==> run_1/class_map.png <==
Fill, decap, tap and diode cells in grey.
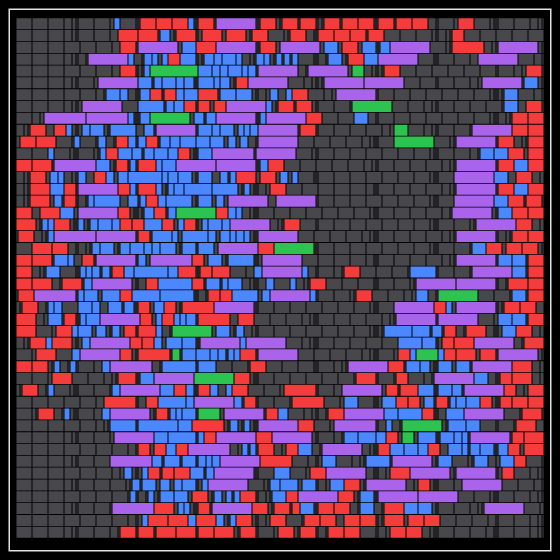
==> run_1/layers.png <==
The bar under the picture is 20 um long. Two of the layers only.
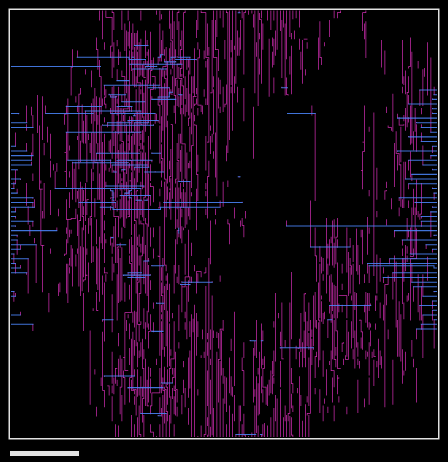
==> run_1/ff_map.png <==
The bar under the picture is 20 um long.
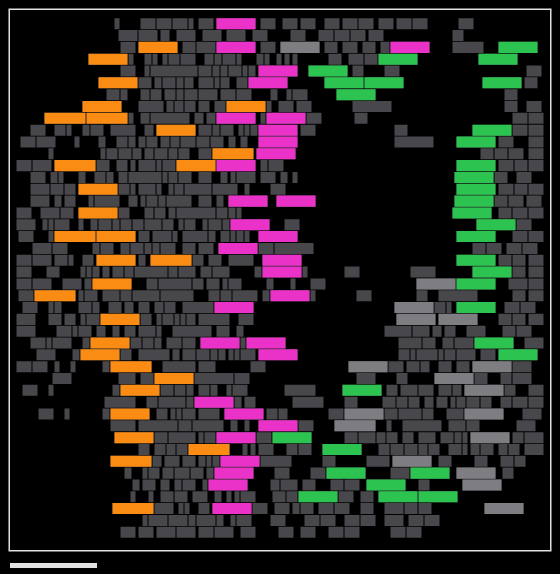
### config.mk
export PLATFORM = sky130hd
export DESIGN_NAME = if_fetch_stage
export DESIGN_NICKNAME = d
export VERILOG_FILES = /design/src/rtl/if_fetch_stage.sv
export SDC_FILE = /design/constraint.sdc
export NUM_CORES = 1
export LEC_CHECK = 0
export CAP_MARGIN = 10
export CORE_UTILIZATION = 35
export CTS_BUF_LIST = sky130_fd_sc_hd__clkbuf_4 sky130_fd_sc_hd__clkbuf_8 sky130_fd_sc_hd__clkbuf_16
export DETAILED_ROUTE_END_ITERATION = 12
export GPL_ROUTABILITY_DRIVEN = 0
export PLACE_DENSITY = 0.78
export SKIP_CTS_REPAIR_TIMING = 1
export SLEW_MARGIN = 20
export SYNTH_ARGS = -nofsm -noshare
export SYNTH_HDL_FRONTEND = slang
export SYNTH_SLANG_ARGS = --single-unit
### constraint.sdc
create_clock -name clock -period 1.5 [get_ports clock]
set_input_delay 0.15 -clock clock [delete_from_list [all_inputs] [get_ports clock]]
set_output_delay 0.15 -clock clock [all_outputs]
set_load 0.01 [all_outputs]
### src/rtl/if_fetch_stage.sv
// Instruction fetch stage: PC register, FETCH/WAIT memory handshake and IF/ID pipeline register.
// One-clock fetch-to-decode latency; stalls on PCWrite/IFID_Write or imem_ready=0, and a taken branch flushes IF/ID.
module if_fetch_stage #(
  parameter logic [31:0] RESET_PC = 32'h0000_0000
) (
  input  logic        clock,
  input  logic        reset,
  input  logic        PCWrite,
  input  logic        IFID_Write,
  input  logic        PCSrc,
  input  logic [31:0] branch_target,
  output logic [31:0] imem_addr,
  output logic        imem_rd,
  input  logic [31:0] imem_instr,
  input  logic        imem_ready,
  output logic [31:0] IFID_PC4,
  output logic [31:0] IFID_Instr,
  output logic        IFID_Valid,
  output logic [15:0] fetch_count
);

  typedef enum logic {FETCH = 1'b0, WAIT = 1'b1} state_t;

  state_t      state;
  logic [31:0] pc;
  logic [31:0] pcPlus4;
  logic [31:0] redirectPc;

  assign imem_addr  = pc;
  assign imem_rd    = reset;
  assign pcPlus4    = pc + 32'd4;
  assign redirectPc = branch_target & 32'hFFFF_FFFC;

  always_ff @(posedge clock or negedge reset) begin
    if (!reset) begin
      pc          <= RESET_PC;
      IFID_PC4    <= 32'h0;
      IFID_Instr  <= 32'h0;
      IFID_Valid  <= 1'b0;
      fetch_count <= 16'h0;
      state       <= FETCH;
    end else if (PCSrc) begin
      pc         <= redirectPc;
      IFID_PC4   <= 32'h0;
      IFID_Instr <= 32'h0;
      IFID_Valid <= 1'b0;
      state      <= FETCH;
    end else begin
      case (state)
        FETCH:   if (!imem_ready) state <= WAIT;
        default: if (imem_ready)  state <= FETCH;
      endcase

      // A stall or a missing instruction both keep the PC; IF/ID then takes a bubble only if allowed to write.
      if (!PCWrite || !imem_ready) begin
        if (IFID_Write) begin
          IFID_PC4   <= 32'h0;
          IFID_Instr <= 32'h0;
          IFID_Valid <= 1'b0;
        end
      end else if (IFID_Write) begin
        pc         <= pcPlus4;
        IFID_PC4   <= pcPlus4;
        IFID_Instr <= imem_instr;
        IFID_Valid <= 1'b1;
        if (fetch_count != 16'hFFFF) fetch_count <= fetch_count + 16'd1;
      end
    end
  end

endmodule

==> summary.txt, run 1 <==
Outcome: complete, but fails checks
Failing checks: negative setup slack
Hold Crit Class: in2reg
Cell area leaders: dfrtp_1, xor2_1, nand2_1, a22o_1, xnor2_1
Hold path start: branch_target[13]
Clk slew on worst S/H paths: 0.07 ns
Clk. pwr: 2.46 mW
Prevailing post-synth register cell: dfrtp_1
Seq power: 3.28 mW
Lkg Pwr: 4.22 nW
Total gr overflow: 0
Top cell excl fill/tap: clkdlybuf4s50_1
Seq cells post-synth: 110
Die y size: 124 um
Critical path cell sequence: buf_4 -> nand3_4 -> nor4_4 -> buf_6 -> nand2_1 -> xnor2_2 -> o21ai_0
Final-report setup violation count: 46
Clock skew: 0.00984 ns
CTS root buf: clkbuf_16
P_sw: 1.89 mW
CP Max Fanout: 5
Period utilization: 1.09
Sink Count: 110
Crit path capture type: flip-flop
Final worst slack: -0.138 ns
Ao+oa area frac: 0.119
Power, Total: 7.29 mW
Tmin final: 1.64 ns
FF-to-FF setup slack: -0.14 ns
I/O pin count: 184
Chip area line of the yosys report: 0.00523 sq mm
## Picture notes: class_map.png
legend:
  remaining logic cells:
    colour: blue
    cells: 362
    share_of_their_area: 31%
  registers:
    colour: purple
    cells: 110
    share_of_their_area: 33%
  remaining buffers and delay cells:
    colour: red
    cells: 278
    share_of_their_area: 33%
  clock drivers and dummy loads:
    colour: green
    cells: 16
    share_of_their_area: 3.7%

## Picture notes: layers.png
legend:
  M2:
    colour: magenta
    wire_length: 7790 um
  M3:
    colour: blue
    wire_length: 1050 um
final WL: 15.9 mm
Routed WL per cell: 16.7 um
via count: 4872

## Picture notes: ff_map.png
legend:
  `IFID_Instr`:
    colour: green
    flops: 32
  `imem_addr`:
    colour: orange
    flops: 30
    where: a vertical strip on the left
  `IFID_PC4`:
    colour: magenta
    flops: 31
    where: a vertical strip down the middle

-- run 1: final cells by class --
type                            count  area share
Multi-Input combinational cell    359       0.296
Clock buffer                       13      0.0309
Clock inverter                      3     0.00505
Sequential cell                   110       0.319
Timing Repair Buffer              278       0.321
Tap cell                          184      0.0266
Inverter                            3     0.00130
-- run 1: routing by layer --
layer	up-vias	wire length (um)	track usage
met5	-	0	0
met4	0	500	0.0878
met3	40	1050	0.0357
li1	2269	-	-
met1	2343	6570	0.246
met2	220	7790	0.323
-- run 1: state kept, by name, summed over array words and instances, names as in the netlist --
| signal | count |
|---|---|
| IFID_PC4 | 31 |
| fetch_count | 16 |
| imem_addr | 30 |
| IFID_Instr | 32 |
| IFID_Valid | 1 |
==> run 2, diff against run 1 <==
CORE_MARGIN = 2   (was unset)
CORE_UTILIZATION = 41   (was 35)
PLACE_DENSITY = 0.88   (was 0.78)
==> summary.txt, run 2 <==
Outcome: complete, but fails checks
Failing checks: negative setup slack
Mi-comb count: 359
Final WL: 17.6 mm
Final-report setup violation count: 55
Bufs w/o clock: 284
I/O pin count: 184
Met3 usage: 0.0345
Top routing layer in use: met4
Top cell excl fill/tap: clkdlybuf4s50_1
Clock network area share: 0.0349
CP Max Fanout: 8
Dominant class by area: non-clock buffers
# clk buffers: 13
Non-clock buffering overhead: 0.325
Critical path cell sequence: buf_4 -> and4_4 -> and3_2 -> nand3_2 -> xor2_1 -> o21ai_1
Ao+oa area frac: 0.119
Seq cells post-synth: 110
Sequential cell count: 110
Crit path capture type: flip-flop
P_sw: 1.97 mW
Total gr overflow: 0
Largest register FFs: 32
Cell area leaders: dfrtp_1, xor2_1, nand2_1, a22o_1, xnor2_1
Period utilization: 1.18
Biggest register: IFID_Instr
Met3 routed WL: 1.16 mm
Tap cell count: 172
Routed WL per cell: 18.7 um
Die y size: 117 um
Power, Total: 7.39 mW
FF-to-FF setup slack: -0.27 ns
Most Crowded Layer GR: met2
CTS root buf: clkbuf_16
Xor/xnor share: 0.117
Seq power: 3.29 mW
GRT Total Usage: 0.221
Lkg Pwr: 4.27 nW
Final hold violation count: 0
Via count: 5087
Wl on met1: 7.00 mm
Clk slew on worst S/H paths: 0.07 ns
Chip area line of the yosys report: 0.00523 sq mm
Final worst slack: -0.273 ns
Seq area share: 0.316
Inverters: 3
Tmin final: 1.77 ns
==> run 2: worst max path at each step <==
stage / end / slack (ns) / cells after the start / startpoint
after floorplan: fetch_count[8]$_DFFE_PN0P_ / -0.15 / 7 / fetch_count[1]$_DFFE_PN0P_
after global placement: imem_addr[12]$_DFFE_PN0N_ / -0.30 / 8 / PCWrite
after detailed placement: imem_addr[24]$_DFFE_PN0N_ / -0.39 / 8 / PCWrite
after CTS: fetch_count[0]$_DFFE_PN0P_ / -0.23 / 7 / fetch_count[0]$_DFFE_PN0P_
after global routing: imem_addr[29]$_DFFE_PN0N_ / -0.32 / 6 / imem_addr[23]$_DFFE_PN0N_
final: imem_addr[29]$_DFFE_PN0N_ / -0.27 / 6 / imem_addr[23]$_DFFE_PN0N_
==> run_2/ff_map.png <==
The bar under the picture is 20 um long.
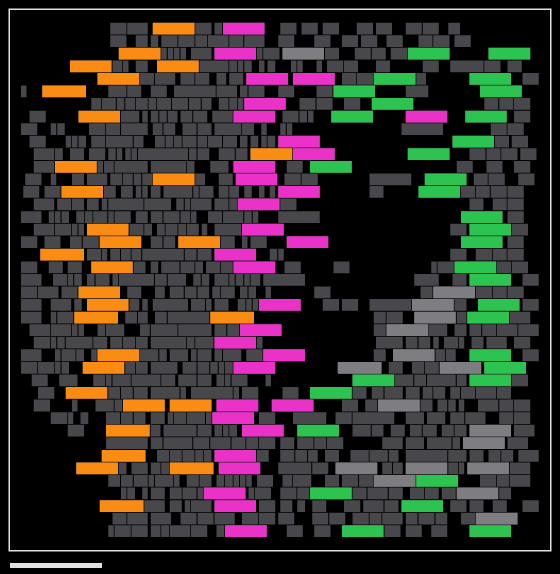
legend:
  `IFID_Instr`:
    colour: green
    flops: 32
  `imem_addr`:
    colour: orange
    flops: 30
    where: a vertical strip on the left
  `IFID_PC4`:
    colour: magenta
    flops: 31
    where: a vertical strip down the middle
not coloured: 17

==> run_2/clock_wires.png <==
The bar under the picture is 20 um long.
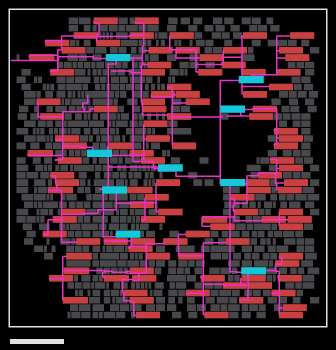
legend:
  flip-flops:
    colour: red
    count: 110
  clock-net drivers:
    colour: cyan
    count: 9
  clock wires:
    colour: magenta
    length: 1310 um
flops lie: widely spread
routed clock nets: 10
Clk. pwr: 2.46 mW
latest clock arrival within the worst-skew pair: 0.35 ns
clock skew: 0.0105 ns
clock power share: 0.332

Power figures rest on the tool's default switching activity, not on a simulated workload.
